===== src/rtl/little_cpu_ctrl.sv =====
// ---------------------------------------------------------------------------
// little_cpu_ctrl
//
// Control sequencer for the little CPU datapath. A Moore-style FSM walks the
// fetch / decode / execute cycle. Its outputs are combinational decodes of the
// state register and the IR opcode field.
//
// Build option:
//   LITTLE_CPU_CTRL_WAIT_EN - when defined, F1 and E1 hold while i_mem_ready
//                             is low. When undefined, i_mem_ready is ignored
//                             and every state lasts exactly one cycle.
//
// Parameters:
//   OPC_W     opcode field width (IR[15:12])
//   ALU_OP_W  ALU operation select width
//
// Ports:
//   i_clk        system clock, rising edge
//   i_rst        asynchronous reset, active low
//   i_ir_opcode  opcode field of the instruction register
//   i_acc_zero   accumulator == 0
//   i_mem_ready  memory access complete (wait-state builds only)
//   o_pc_inc     increment PC
//   o_pc_load    load PC from IR operand
//   o_ir_load    load IR from MDR
//   o_mar_sel    MAR source: 0 = PC, 1 = IR operand
//   o_mar_load   load MAR
//   o_mdr_load   load MDR from memory read data
//   o_mem_we     memory write strobe (data = accumulator)
//   o_alu_sel    ALU B operand: 0 = MDR, 1 = IR operand
//   o_alu_op     ALU operation select
//   o_acc_load   load accumulator from ALU result
//   o_halted     CPU stopped on HLT
//   o_illegal    single-cycle pulse on an undefined opcode in DEC
//   o_state      current state encoding (debug)
// ---------------------------------------------------------------------------
module little_cpu_ctrl #(
    parameter int unsigned OPC_W    = 4,
    parameter int unsigned ALU_OP_W = 3
) (
    input  logic                i_clk,
    input  logic                i_rst,
    input  logic [OPC_W-1:0]    i_ir_opcode,
    input  logic                i_acc_zero,
    input  logic                i_mem_ready,
    output logic                o_pc_inc,
    output logic                o_pc_load,
    output logic                o_ir_load,
    output logic                o_mar_sel,
    output logic                o_mar_load,
    output logic                o_mdr_load,
    output logic                o_mem_we,
    output logic                o_alu_sel,
    output logic [ALU_OP_W-1:0] o_alu_op,
    output logic                o_acc_load,
    output logic                o_halted,
    output logic                o_illegal,
    output logic [3:0]          o_state
);

    typedef enum logic [3:0] {
        S_IDLE = 4'd0,
        S_F0   = 4'd1,
        S_F1   = 4'd2,
        S_F2   = 4'd3,
        S_DEC  = 4'd4,
        S_E0   = 4'd5,
        S_E1   = 4'd6,
        S_E2   = 4'd7,
        S_HALT = 4'd8
    } state_e;

    typedef enum logic [3:0] {
        OP_NOP = 4'h0,
        OP_LDA = 4'h1,
        OP_LDI = 4'h2,
        OP_STA = 4'h3,
        OP_ADD = 4'h4,
        OP_SUB = 4'h5,
        OP_AND = 4'h6,
        OP_OR  = 4'h7,
        OP_XOR = 4'h8,
        OP_JMP = 4'h9,
        OP_JZ  = 4'hA,
        OP_HLT = 4'hF
    } opcode_e;

    typedef enum logic [2:0] {
        ALU_PASS_B = 3'd0,
        ALU_ADD    = 3'd1,
        ALU_SUB    = 3'd2,
        ALU_AND    = 3'd3,
        ALU_OR     = 3'd4,
        ALU_XOR    = 3'd5
    } alu_op_e;

    state_e     state_q;
    state_e     state_d;
    logic [3:0] opc;
    logic       mem_rdy;

    assign opc = 4'(i_ir_opcode);

`ifdef LITTLE_CPU_CTRL_WAIT_EN
    assign mem_rdy = i_mem_ready;
`else
    // Without wait states memory always completes in one cycle.
    logic unused_mem_ready;
    assign unused_mem_ready = i_mem_ready;
    assign mem_rdy          = 1'b1;
`endif

    always_ff @(posedge i_clk or negedge i_rst) begin
        if (!i_rst) begin
            state_q <= S_IDLE;
        end else begin
            state_q <= state_d;
        end
    end

    always_comb begin
        state_d    = state_q;
        o_pc_inc   = 1'b0;
        o_pc_load  = 1'b0;
        o_ir_load  = 1'b0;
        o_mar_sel  = 1'b0;
        o_mar_load = 1'b0;
        o_mdr_load = 1'b0;
        o_mem_we   = 1'b0;
        o_alu_sel  = 1'b0;
        o_alu_op   = '0;
        o_acc_load = 1'b0;
        o_halted   = 1'b0;
        o_illegal  = 1'b0;

        case (state_q)
            S_IDLE: begin
                state_d = S_F0;
            end

            S_F0: begin
                o_mar_load = 1'b1;
                state_d    = S_F1;
            end

            S_F1: begin
                if (mem_rdy) begin
                    o_mdr_load = 1'b1;
                    state_d    = S_F2;
                end
            end

            S_F2: begin
                o_ir_load = 1'b1;
                o_pc_inc  = 1'b1;
                state_d   = S_DEC;
            end

            S_DEC: begin
                case (opc)
                    OP_NOP: state_d = S_F0;
                    OP_LDA, OP_STA, OP_ADD, OP_SUB,
                    OP_AND, OP_OR, OP_XOR: state_d = S_E0;
                    OP_LDI: state_d = S_E2;
                    OP_JMP: begin
                        o_pc_load = 1'b1;
                        state_d   = S_F0;
                    end
                    OP_JZ: begin
                        o_pc_load = i_acc_zero;
                        state_d   = S_F0;
                    end
                    OP_HLT: state_d = S_HALT;
                    default: begin
                        // Undefined opcodes B..E behave as NOP but are flagged.
                        o_illegal = 1'b1;
                        state_d   = S_F0;
                    end
                endcase
            end

            S_E0: begin
                o_mar_sel  = 1'b1;
                o_mar_load = 1'b1;
                state_d    = S_E1;
            end

            S_E1: begin
                if (opc == OP_STA) begin
                    // Write strobe is held through every wait cycle.
                    o_mem_we = 1'b1;
                    if (mem_rdy) begin
                        state_d = S_F0;
                    end
                end else if (mem_rdy) begin
                    o_mdr_load = 1'b1;
                    state_d    = S_E2;
                end
            end

            S_E2: begin
                o_acc_load = 1'b1;
                o_alu_sel  = (opc == OP_LDI);
                case (opc)
                    OP_ADD:  o_alu_op = ALU_OP_W'(ALU_ADD);
                    OP_SUB:  o_alu_op = ALU_OP_W'(ALU_SUB);
                    OP_AND:  o_alu_op = ALU_OP_W'(ALU_AND);
                    OP_OR:   o_alu_op = ALU_OP_W'(ALU_OR);
                    OP_XOR:  o_alu_op = ALU_OP_W'(ALU_XOR);
                    default: o_alu_op = ALU_OP_W'(ALU_PASS_B);
                endcase
                state_d = S_F0;
            end

            S_HALT: begin
                o_halted = 1'b1;
            end

            default: begin
                state_d = S_IDLE;
            end
        endcase
    end

    assign o_state = state_q;

endmodule


===== config.mk =====
export PLATFORM = sky130hd
export DESIGN_NAME = little_cpu_ctrl
export DESIGN_NICKNAME = d
export VERILOG_FILES = /design/src/rtl/little_cpu_ctrl.sv
export SDC_FILE = /design/constraint.sdc
export NUM_CORES = 1
export LEC_CHECK = 0
export CAP_MARGIN = 20
export CELL_PAD_IN_SITES_DETAIL_PLACEMENT = 1
export CELL_PAD_IN_SITES_GLOBAL_PLACEMENT = 1
export CORE_MARGIN = 4
export CORE_UTILIZATION = 25
export CTS_CLUSTER_DIAMETER = 100
export CTS_CLUSTER_SIZE = 16
export DETAILED_ROUTE_END_ITERATION = 8
export PLACE_DENSITY = 0.74
export SYNTH_ARGS = -nofsm -noshare
export SYNTH_HDL_FRONTEND = slang
export SYNTH_SLANG_ARGS = --single-unit

===== constraint.sdc =====
create_clock -name i_clk -period 1.68 [get_ports i_clk]
set_clock_uncertainty 0.2 [all_clocks]
set_input_delay 0.168 -clock i_clk [delete_from_list [all_inputs] [get_ports i_clk]]
set_output_delay 0.168 -clock i_clk [all_outputs]
set_load 0.1 [all_outputs]

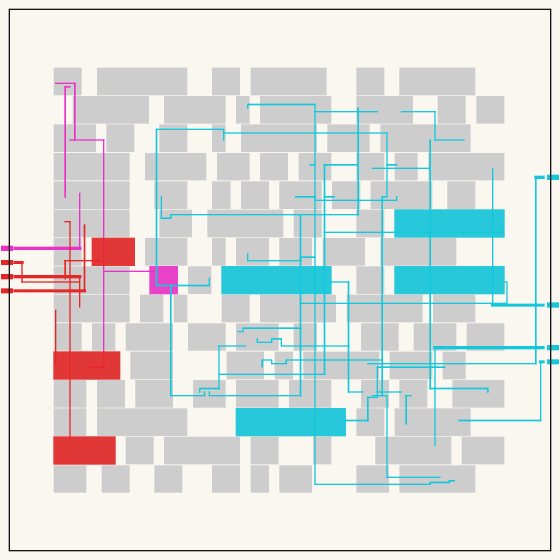
Figure 1: port wiring.
| color | port | direction | edge | end cells | buffers | wire |
|---|---|---|---|---|---|---|
| cyan | `o_state` | output | right | 4 | 8 | 514 microns |
| magenta | `o_acc_load` | output | left | 1 | 2 | 61.2 microns |
| red | `o_alu_op` | output | left | 3 | 3 | 61.7 microns |

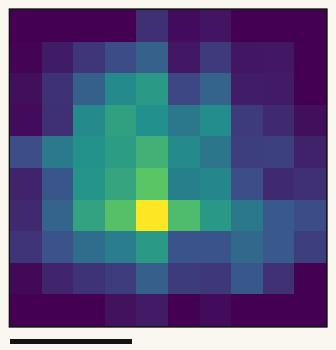
Figure 2: wire density map.
Scale bar: 20 microns. 10 x 10 tiles, from dark purple (low) to yellow (high), scaled to the fullest tile. Values are wire area over tile area, all layers added.
tiles over half the peak: 14%
nearly empty tiles: 18%
fullest tile: 0.86
emptiest ninth of the die: top right
mean over tiles: 0.20
wire length per cell: 23.6 microns
Via Count: 732
drt total wl: 3140 microns

==> results.yml <==
# flow metrics
placed_design:
  placed_cells: 121
  gp_congestion: 0.775
  io_buffers: 24
  dpl-instance-area_sq_mm: 0.00114
  hpwl_microns: 1730
  dpl_worst_slack_ns: -0.360
global_route:
  grt_pass1_vias: 844
  top_usage_layer: "met2"
  antenna_found_initial: 0
power:
  seqPwrFrac: 0.081
  pwr-share-clk: 0.049
  peakVddDrop_mv: 1.12
  power_leakage_nw: 0.545
  power_switching_mw: 1.50
  comb_power_share: 0.870
  p_per_area_mw_per_mm2: 1980
  power.total_mw: 2.64
final_timing:
  tns_ns: -4.33
  postLayoutSetupSlackWorst_ns: -0.437
  setup_viol: 16
  slew_violations: 0
  rsz0062_at_grt: "true"
  slew_headroom: 0.757
route:
  routed-wl-met2_microns: 1530
  firstDrtPassIters: 4
  via_per_inst: 5.50
  drc_errors: 0
  maxUsedRoutingLayer: "met4"
yosys:
  synth_top_cell_by_count: "nor2_1"
  ys_cells: 59
  async_reset_ff_frac: 1.00
  synth_area_per_cell_sq_um: 8.10
  yosys.stat.seqShare: 0.209
  synth.top_cells.by_area: "dfrtp_1 21%, buf_4 6.3%, buf_6 4.7%"
setup_path:
  path_class: "flop to primary output"
  start_kind: "flop"
  ff2ff_path_depth: 6
  worstSetupEndpointType: "primary output"
  crit_chain: "or4_4, nor3_4, buf_12"
  r2r-end: "o_state[3]$_DFFE_PN0N_"
  path_max_fanout: 2
  endpoint: "o_pc_load"
  cp_slowest_cell: "or4_4"
  r2r_slack_ns: -0.06
  critical_path.startpoint: "o_state[0]$_DFFE_PN0N_"
floorplan:
  fp_util: 0.271
  rows: 15
  ios: 26
status:
  violations: "negative setup slack"
  outcome: "finished with violations"
finish:
  layout-drive-gt1-share: 0.750
  diodes: 0
  logic_area_sq_um: 477
  stdcell_count: 133
  fin_nets: 118
  regArea_sq_um: 115
  nFillCells: 169
job:
  warnings: 31
  drv_cap: 0
clocking:
  cts_buffers: 3
  clock_latency_ns: 0.25
  clk_pin_slew_ns: 0.04
  cts.root.buffer_cell: "clkbuf_4"
hold_path:
  hp-class: "input port to flop"
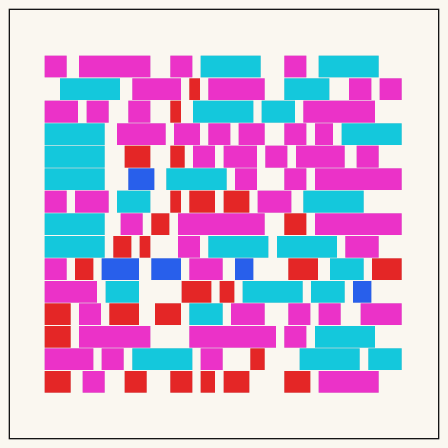
Figure 3: cell sizes after repair.
| color | size | cells | share |
|---|---|---|---|
| blue | x2 | 5 | 4.6% |
| cyan | x6 and larger | 26 | 24% |
| red | x1 and smaller | 27 | 25% |
| magenta | x3 and x4 | 50 | 46% |

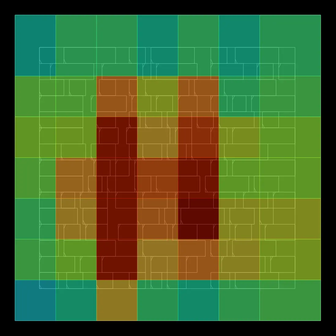
Figure 4: routing congestion.
post-layout util: 0.757
grt met2 use: 0.441
GRT Overall Usage: 0.253
GRT met3 Usage: 0.0860
GR Layer Usage met1: 0.249

## power by group through the flow
| stage | Sequential [mW] | Combinational [mW] | Clock, mW |
|---|---|---|---|
| finish | 0.213 | 2.30 | 0.130 |
| global route | 0.214 | 2.36 | 0.141 |
| CTS | 0.204 | 2.20 | 0.132 |
| detailed placement | 0.196 | 1.98 | 0 |
| global placement | 0.195 | 1.94 | 0 |
| floorplan | 0.492 | 0.975 | 0 |
## kinds of logic (layout without fill, tap and decap cells)
kind of cell / Yosys count / in the layout / synth area share
AND/OR/NAND/NOR: 31 / 31 / 0.424
AND-OR/OR-AND: 12 / 12 / 0.183
XOR/XNOR: 2 / 2 / 0.0367
flip-flops: 4 / 4 / 0.209
buffers and inverters: 10 / 59 / 0.147
## critical path: cells and delay by family, from the launching register on
kind | cells | cell delay [ns]
buffers and inverters | 1 | 0.20
and+or+nand+nor | 2 | 0.82
DFF | 1 | 0.47
## repair_timing
action                                  4_1_cts  5_1_grt
pin swaps                                     8        4
endpoints found under the setup margin       15       16
setup buffers                                 6        3
hold endpoints to repair                      4        0
resized                                      26        3
hold buffers                                  1        0
## cell usage in the layout (no fill, tap or decap), types with 3 or more instances in the layout
cell type | netlist | final
nor2_4 | 0 | 3
buf_6 | 2 | 7
buf_12 | 0 | 18
clkbuf_4 | 0 | 3
a21oi_1 | 3 | 3
buf_4 | 4 | 21
nor4b_4 | 0 | 3
dlygate4sd2_1 | 0 | 4
dfrtp_4 | 0 | 4
nor3_4 | 0 | 4
## cell type report
class / count / share of cell area
Clock buffer: 3 / 0.0169
Inverter: 2 / 0.0103
Multi-Input combinational cell: 45 / 0.357
Sequential cell: 4 / 0.0861
Tap cell: 25 / 0.0234
Timing Repair Buffer: 54 / 0.507
No activity file was given, so power comes from the tool's default toggle rates.
